### Clock wires, drivers and flops, run 1

Drawn at 4 px/µm.
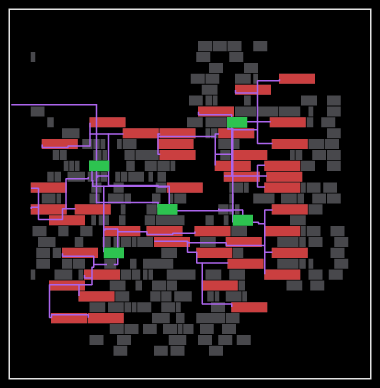
### Clock nets, run 1

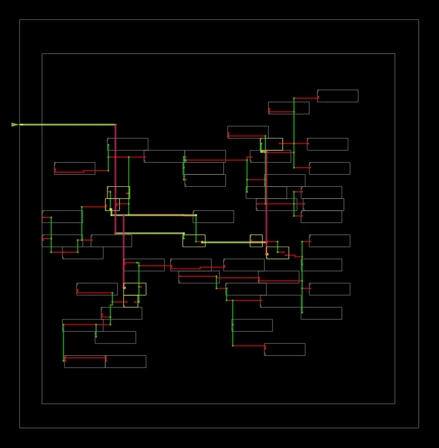
### Signal wires on met3, run 1

Drawn at 4 px/µm.
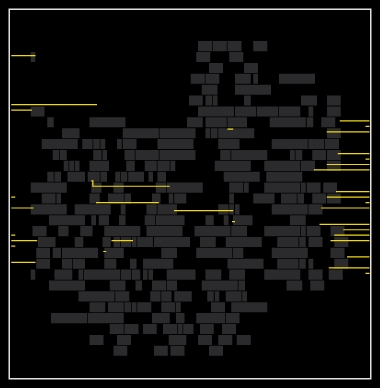
[src/rtl/tlv5618_ctrl_if.sv]
// Request and driver-side signals of the TLV5618 command sequencer.
// The slave modport is the sequencer's view. The master modport is the
// view of the surrounding logic: the request source and tlv5618_driver.
interface tlv5618_ctrl_if;
  logic        in_valid;
  logic        in_ready;
  logic [1:0]  in_sel;
  logic [11:0] in_ch_a;
  logic [11:0] in_ch_b;
  logic [15:0] drv_set_data;
  logic        drv_set_go;
  logic        drv_set_done;
  logic        upd_done;
  logic        err_timeout;
  logic        busy;

  modport master (
    output in_valid, in_sel, in_ch_a, in_ch_b, drv_set_done,
    input  in_ready, drv_set_data, drv_set_go, upd_done, err_timeout, busy
  );

  modport slave (
    input  in_valid, in_sel, in_ch_a, in_ch_b, drv_set_done,
    output in_ready, drv_set_data, drv_set_go, upd_done, err_timeout, busy
  );
endinterface

[src/rtl/tlv5618_ctrl.sv]
// tlv5618_ctrl: turns dual-channel 12-bit update requests into TLV5618
// control words {R1, SPD, PWR, R0, code}. Each word is issued to
// tlv5618_driver with a one-cycle go pulse. A chip-select idle gap of
// CS_GAP cycles follows every done pulse. A simultaneous A/B update is sent
// as two words: B to the buffer only, then A with a buffer-to-B load.
// Optional feature: define TLV5618_CTRL_TIMEOUT_EN to abort a request when
// the driver does not answer within TIMEOUT_CYCLES.
module tlv5618_ctrl #(
  parameter logic SPD            = 1'b1,
  parameter logic PWR            = 1'b0,
  parameter int   CS_GAP         = 4,
  parameter int   TIMEOUT_CYCLES = 1024
) (
  input logic           clk,
  input logic           rst_n,
  tlv5618_ctrl_if.slave bus
);

  typedef enum logic [1:0] {IDLE = 2'd0, WAIT = 2'd1, GAP = 2'd2} state_t;

  state_t      state_reg, state_next;
  logic [7:0]  gap_cnt_reg, gap_cnt_next;
  logic        pend_reg, pend_next;        // second word of an A+B update outstanding
  logic [15:0] pend_word_reg, pend_word_next;
  logic        abort_reg, abort_next;      // request abandoned: suppress upd_done
  logic [15:0] data_reg, data_next;
  logic        go_reg, go_next;
  logic        done_reg, done_next;
  logic        ready_reg, ready_next;
`ifdef TLV5618_CTRL_TIMEOUT_EN
  logic [15:0] tmo_cnt_reg, tmo_cnt_next;
  logic        err_reg, err_next;
`endif

  // Reject parameter values outside their legal ranges at elaboration
  generate
    if (CS_GAP < 1 || CS_GAP > 255 || TIMEOUT_CYCLES < 2 || TIMEOUT_CYCLES > 65535) begin : g_bad_param
      $error("tlv5618_ctrl: CS_GAP or TIMEOUT_CYCLES out of range");
    end
  endgenerate

  function automatic logic [15:0] mk_word(input logic [1:0] r, input logic [11:0] code);
    return {r[1], SPD, PWR, r[0], code};
  endfunction

  // Next-state and output decode for the IDLE / WAIT / GAP sequencer
  always_comb begin
    state_next     = state_reg;
    gap_cnt_next   = gap_cnt_reg;
    pend_next      = pend_reg;
    pend_word_next = pend_word_reg;
    abort_next     = abort_reg;
    data_next      = data_reg;
    go_next        = 1'b0;
    done_next      = 1'b0;
`ifdef TLV5618_CTRL_TIMEOUT_EN
    err_next       = 1'b0;
    tmo_cnt_next   = (state_reg == WAIT) ? tmo_cnt_reg + 16'd1 : 16'd0;
`endif
    case (state_reg)
      IDLE: begin
        // ready_reg lags IDLE by one cycle after GAP, so it gates acceptance
        if (bus.in_valid && ready_reg) begin
          abort_next = 1'b0;
          case (bus.in_sel)
            2'b01: begin  // A only: latch A, B reloaded from buffer (unchanged)
              data_next  = mk_word(2'b10, bus.in_ch_a);
              go_next    = 1'b1;
              pend_next  = 1'b0;
              state_next = WAIT;
            end
            2'b10: begin  // B only: latch B and buffer together
              data_next  = mk_word(2'b00, bus.in_ch_b);
              go_next    = 1'b1;
              pend_next  = 1'b0;
              state_next = WAIT;
            end
            2'b11: begin  // B into buffer first, then A loads both outputs
              data_next      = mk_word(2'b01, bus.in_ch_b);
              pend_word_next = mk_word(2'b10, bus.in_ch_a);
              pend_next      = 1'b1;
              go_next        = 1'b1;
              state_next     = WAIT;
            end
            default: ;    // no-op request is consumed silently
          endcase
        end
      end
      WAIT: begin
        if (bus.drv_set_done) begin
          gap_cnt_next = 8'(CS_GAP);
          state_next   = GAP;
        end
`ifdef TLV5618_CTRL_TIMEOUT_EN
        // Fires so that err_timeout is high in WAIT cycle TIMEOUT_CYCLES
        else if (tmo_cnt_reg == 16'(TIMEOUT_CYCLES - 2)) begin
          err_next     = 1'b1;
          pend_next    = 1'b0;
          abort_next   = 1'b1;
          gap_cnt_next = 8'(CS_GAP);
          state_next   = GAP;
        end
`endif
      end
      GAP: begin
        if (gap_cnt_reg == 8'd1) begin
          if (pend_reg) begin
            data_next  = pend_word_reg;
            go_next    = 1'b1;
            pend_next  = 1'b0;
            state_next = WAIT;
          end else begin
            done_next  = ~abort_reg;
            state_next = IDLE;
          end
        end else begin
          gap_cnt_next = gap_cnt_reg - 8'd1;
        end
      end
      default: state_next = IDLE;
    endcase
    // Ready only once IDLE has lasted a full cycle and nothing was accepted
    ready_next = (state_reg == IDLE) && (state_next == IDLE);
  end

  // State and registered outputs; reset clears everything at once
  always_ff @(posedge clk or negedge rst_n) begin
    if (!rst_n) begin
      state_reg     <= IDLE;
      gap_cnt_reg   <= 8'd0;
      pend_reg      <= 1'b0;
      pend_word_reg <= 16'h0000;
      abort_reg     <= 1'b0;
      data_reg      <= 16'h0000;
      go_reg        <= 1'b0;
      done_reg      <= 1'b0;
      ready_reg     <= 1'b0;
`ifdef TLV5618_CTRL_TIMEOUT_EN
      tmo_cnt_reg   <= 16'd0;
      err_reg       <= 1'b0;
`endif
    end else begin
      state_reg     <= state_next;
      gap_cnt_reg   <= gap_cnt_next;
      pend_reg      <= pend_next;
      pend_word_reg <= pend_word_next;
      abort_reg     <= abort_next;
      data_reg      <= data_next;
      go_reg        <= go_next;
      done_reg      <= done_next;
      ready_reg     <= ready_next;
`ifdef TLV5618_CTRL_TIMEOUT_EN
      tmo_cnt_reg   <= tmo_cnt_next;
      err_reg       <= err_next;
`endif
    end
  end

  assign bus.in_ready     = ready_reg;
  assign bus.drv_set_data = data_reg;
  assign bus.drv_set_go   = go_reg;
  assign bus.upd_done     = done_reg;
  assign bus.busy         = (state_reg != IDLE);
`ifdef TLV5618_CTRL_TIMEOUT_EN
  assign bus.err_timeout  = err_reg;
`else
  assign bus.err_timeout  = 1'b0;
`endif

endmodule

[src/flat_wrapper.sv]
// flat-port wrapper written by rule: the top's interface ports become plain ports
module tlv5618_ctrl_flat 
#(
  parameter logic SPD            = 1'b1,
  parameter logic PWR            = 1'b0,
  parameter int   CS_GAP         = 4,
  parameter int   TIMEOUT_CYCLES = 1024
)
  (clk, rst_n, bus_in_valid, bus_in_sel, bus_in_ch_a, bus_in_ch_b, bus_drv_set_done, bus_in_ready, bus_drv_set_data, bus_drv_set_go, bus_upd_done, bus_err_timeout, bus_busy);
  tlv5618_ctrl_if bus_i ();
  input logic clk;
  input logic rst_n;
  input wire logic [$bits(bus_i.in_valid)-1:0] bus_in_valid;
  input wire logic [$bits(bus_i.in_sel)-1:0] bus_in_sel;
  input wire logic [$bits(bus_i.in_ch_a)-1:0] bus_in_ch_a;
  input wire logic [$bits(bus_i.in_ch_b)-1:0] bus_in_ch_b;
  input wire logic [$bits(bus_i.drv_set_done)-1:0] bus_drv_set_done;
  output wire logic [$bits(bus_i.in_ready)-1:0] bus_in_ready;
  output wire logic [$bits(bus_i.drv_set_data)-1:0] bus_drv_set_data;
  output wire logic [$bits(bus_i.drv_set_go)-1:0] bus_drv_set_go;
  output wire logic [$bits(bus_i.upd_done)-1:0] bus_upd_done;
  output wire logic [$bits(bus_i.err_timeout)-1:0] bus_err_timeout;
  output wire logic [$bits(bus_i.busy)-1:0] bus_busy;
  assign bus_i.in_valid = bus_in_valid;
  assign bus_i.in_sel = bus_in_sel;
  assign bus_i.in_ch_a = bus_in_ch_a;
  assign bus_i.in_ch_b = bus_in_ch_b;
  assign bus_i.drv_set_done = bus_drv_set_done;
  assign bus_in_ready = bus_i.in_ready;
  assign bus_drv_set_data = bus_i.drv_set_data;
  assign bus_drv_set_go = bus_i.drv_set_go;
  assign bus_upd_done = bus_i.upd_done;
  assign bus_err_timeout = bus_i.err_timeout;
  assign bus_busy = bus_i.busy;
  tlv5618_ctrl #(.SPD(SPD), .PWR(PWR), .CS_GAP(CS_GAP), .TIMEOUT_CYCLES(TIMEOUT_CYCLES)) u_core (.clk(clk), .rst_n(rst_n), .bus(bus_i));
endmodule
[config.mk]
export PLATFORM = sky130hd
export DESIGN_NAME = tlv5618_ctrl_flat
export DESIGN_NICKNAME = d
export VERILOG_FILES = /design/src/rtl/tlv5618_ctrl_if.sv /design/src/rtl/tlv5618_ctrl.sv /design/src/flat_wrapper.sv
export SDC_FILE = /design/constraint.sdc
export NUM_CORES = 1
export LEC_CHECK = 0
export CAP_MARGIN = 40
export CORE_AREA = 5 5 85 87
export CTS_CLUSTER_DIAMETER = 60
export DETAILED_ROUTE_END_ITERATION = 16
export DIE_AREA = 0 0 90 92
export GPL_ROUTABILITY_DRIVEN = 0
export PLACE_DENSITY = 0.64
export SLEW_MARGIN = 10
export SYNTH_ARGS = -nofsm -noshare
export SYNTH_HDL_FRONTEND = slang
export SYNTH_SLANG_ARGS = --single-unit
[constraint.sdc]
create_clock -name clk -period 2.1 [get_ports clk]
set_clock_uncertainty 0.1 [all_clocks]
set_input_delay 0.21 -clock clk [delete_from_list [all_inputs] [get_ports clk]]
set_output_delay 0.21 -clock clk [all_outputs]
set_load 0.05 [all_outputs]
==> impl_metrics.env, run 1 <==
# source this file to load flow results
export IMPL_finalHoldViolCount=0
export IMPL_yosys_area_top_type="dfrtp_1"
export IMPL_r2r_setup_slack_ps=120
export IMPL_grt_max_degree=25
export IMPL_leakagePower_nw=1.32
export IMPL_cp_cell_sequence="or4_4 -> nor2_4 -> a31oi_4 -> buf_12 -> mux2_4"
export IMPL_hold_buffers=1
export IMPL_edf_count=0
export IMPL_status="finished, final reports clean"
export IMPL_post_cts_buffers=0
export IMPL_synthArstFlopShare=1.00
export IMPL_avgRoutedWirePerCell_um=14.2
export IMPL_n_fill_cell=591
export IMPL_insertedDiodeCount=0
export IMPL_rsz0062_at_grt="no"
export IMPL_wl_um=4610
export IMPL_die_w_um=90
export IMPL_flop_cell="dfrtp_1"
export IMPL_grt_pass1_wl_um=7980
export IMPL_p_clk_uw=550
export IMPL_most_common_cell="dfrtp_1"
export IMPL_ant_nets=0
export IMPL_antenna_found_initial=0
export IMPL_crit_buf_inv=1
export IMPL_slew_headroom=0.652
Back to the opening pictures, 'Clock wires, drivers and flops':
[green] cells driving clock nets | count: 5
[red] flip-flops | count: 42
[purple] clock wires | length: 555 µm
routed clock nets	6

Back to the opening pictures, 'Clock nets':
Insertion Delay late pin: 300 ps
TritonCTS Buffers: 5
Clock Sinks: 42
Clock buffer cells: 5

Back to the opening pictures, 'Signal wires on met3':
wire length on this layer	242 µm
share of all routed wire	5.2%

-- run 1: per-stage QoR --
step	setup TNS [ps]	instances	total power, mW	hold WS, ps	worst slack, ps
after floorplan	0	187	2.91	-186	82.8
after global placement	-226	315	3.58	130	-42.5
after detailed placement	-638	315	3.63	124	-72.6
after CTS	0	324	4.19	326	2.03
after global routing	0	324	4.44	346	60.0
final	0	324	4.17	298	117
-- run 1: area by class of cell --
| type | instances | area [µm²] | area share |
|---|---|---|---|
| clock buffer | 5 | 68.8 | 0.0237 |
| clock inverter | 3 | 25.0 | 0.00863 |
| inverter | 5 | 18.8 | 0.00647 |
| multi-input combinational | 132 | 1030 | 0.356 |
| sequential | 42 | 1050 | 0.362 |
| tap | 77 | 96.3 | 0.0332 |
| timing repair buffer | 60 | 608 | 0.210 |
-- run 1: cell usage in the layout, fill, tap and decap left out, types with 2 or more instances in the layout --
cell and n:
mux2_4 8, buf_4 8, inv_1 5, mux2_2 17, nand3b_1 2, nor4_1 2
a21oi_1 2, xor2_1 2, nand2_1 24, nor2_1 6, nor3_1 2, dfrtp_1 42
clkdlybuf4s50_1 46, nand2b_1 4, nor3b_1 2, o21ai_0 15, ha_1 5, conb_1 2
buf_12 3, mux2i_1 14, o211ai_1 2, nand3_1 4, clkbuf_8 5
-- run 1: metal layers --
metal  vias up  share of wire
met4         0          0.014
met5         -              0
met2        36           0.47
li1        775              -
met1       769           0.46
met3         7          0.052
-- run 1: logic make-up (layout without fill, tap and decap cells) --
family	after synthesis	count (layout)	share of synthesized area
AOI/OAI and AO/OA	28	28	0.0873
xor gates and xnor gates	2	2	0.00821
adders and majority gates	5	5	0.0293
buffers and inverters	13	73	0.0317
DFF	42	42	0.492
muxes	39	39	0.212
other	1	2	0.00176
and+or+nand+nor	56	56	0.138
==> inputs of run 2 (changes only) <==
--- a/config.mk
+++ b/config.mk
@@ -6,12 +6,12 @@
 export NUM_CORES = 1
 export LEC_CHECK = 0
 export CAP_MARGIN = 40
-export CORE_AREA = 5 5 85 87
+export CORE_AREA = 5 5 76 96
 export CTS_CLUSTER_DIAMETER = 60
 export DETAILED_ROUTE_END_ITERATION = 16
-export DIE_AREA = 0 0 90 92
+export DIE_AREA = 0 0 81 101
 export GPL_ROUTABILITY_DRIVEN = 0
-export PLACE_DENSITY = 0.64
+export PLACE_DENSITY = 0.65
 export SLEW_MARGIN = 10
 export SYNTH_ARGS = -nofsm -noshare
 export SYNTH_HDL_FRONTEND = slang
### Nets reached from selected ports, run 2

Drawn at 4 px/µm.
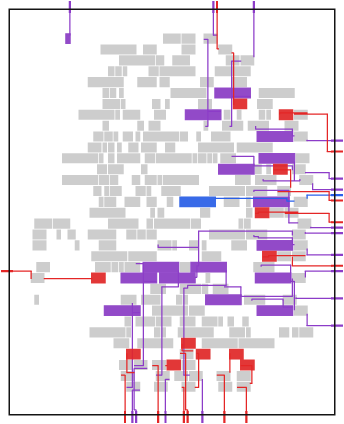
color	port	bits	direction	end cells	buffers	wire
blue	bus_upd_done	1	output	1	1	27.5 µm
purple	bus_drv_set_data	16	output	16	15	490 µm
red	bus_in_ch_b	12	input	12	12	241 µm

==> impl_metrics.env, run 2 <==
# source this file to load flow results
export IMPL_status="finished, final reports clean"
export IMPL_cp_cell_sequence="or4_4 -> nor2_4 -> a31oi_4 -> buf_12 -> mux2_4"
export IMPL_final_cell_mix="46 x clkdlybuf4s50_1, 42 x dfrtp_1, 24 x nand2_1"
export IMPL_whs_ps=399
export IMPL_grt_pass1_wl_um=7590
export IMPL_finalHoldViolCount=0
export IMPL_avgRoutedWirePerCell_um=13.5
export IMPL_yosys_area_top_type="dfrtp_1"
export IMPL_simple_gate_share=0.138
export IMPL_ant_nets=0
export IMPL_synthTopLogicFamily="multiplexers"
export IMPL_tns_ps=0
export IMPL_wl_um=4480
export IMPL_edf_count=0
export IMPL_timing_final_ws_setup_ps=132
export IMPL_layout_top_cell="clkdlybuf4s50_1"
export IMPL_grt_max_degree=43
export IMPL_worstSkewPairLatency_ps=290
export IMPL_dp_cells=323
export IMPL_cts_buffers=5
export IMPL_ys_sh_mux=0.212
export IMPL_n_fill_cell=620
export IMPL_cts_sinks=42
export IMPL_finalPower_mw=4.12
export IMPL_synthArstFlopShare=1.00
export IMPL_leakagePower_nw=1.31
export IMPL_final_cells=332
export IMPL_fa_ha_area_frac=0.0293
export IMPL_die_w_um=81
export IMPL_antenna_found_initial=0
## run 2: cell type report
class | instances | area, µm² | area share
inverter | 5 | 18.8 | 0.00651
multi-input combinational | 132 | 1030 | 0.358
sequential | 42 | 1050 | 0.365
clock inverter | 1 | 5.00 | 0.00174
clock buffer | 7 | 86.3 | 0.0299
tap | 87 | 109 | 0.0378
timing repair buffer | 58 | 581 | 0.201
## run 2: worst max path at each step
| stage | endpoint | slack [ps] |
|---|---|---|
| 3_3_place_gp | u_core.bus.drv_set_data[15] | -50 |
| 2_1_floorplan | u_core.bus.drv_set_data[10] | 80 |
| 4_1_cts | bus_busy | 3 |
| 6_report | u_core.bus.drv_set_data[6] | 130 |
| 3_5_place_dp | u_core.bus.drv_set_data[0] | -70 |
| 5_1_grt | u_core.bus.drv_set_data[8] | 70 |
## run 2: worst min-delay path, stage by stage
cell,delay [ps]
dlygate4sd3_1,520
buf_2,90
buf_4,440
## run 2: power by group
part           internal [mW]  leakage [nW]  switching [mW]  total [mW]
Combinational          0.924         0.742            1.20        2.13
Clock                  0.265        0.0482           0.275       0.540
Sequential              1.18         0.516           0.271        1.45
## run 2: kinds of logic after synthesis
family          after synthesis
compound gates               28
mux                          39
simple gates                 56
buf+inv                      13
fa+ha+maj                     5
other cells                   1
xor+xnor                      2
flops                        42
## run 2: metal layers
layer | up-vias | global-route usage | part of all wire | routed length (µm)
met5 | - | 0 | 0 | 0
met4 | 0 | 0.0442 | 0.015 | 68
met3 | 6 | 0.0295 | 0.046 | 204
met2 | 30 | 0.203 | 0.51 | 2270
met1 | 741 | 0.143 | 0.43 | 1940
li1 | 766 | - | - | -
## run 2: repair_timing
item	CTS	global route
endpoints found under the setup margin	0	16
hold buffers	1	0
resized	0	3
buffers inserted	0	0
endpoints found under the hold margin	42	0
No activity file was given, so power comes from the tool's default toggle rates.
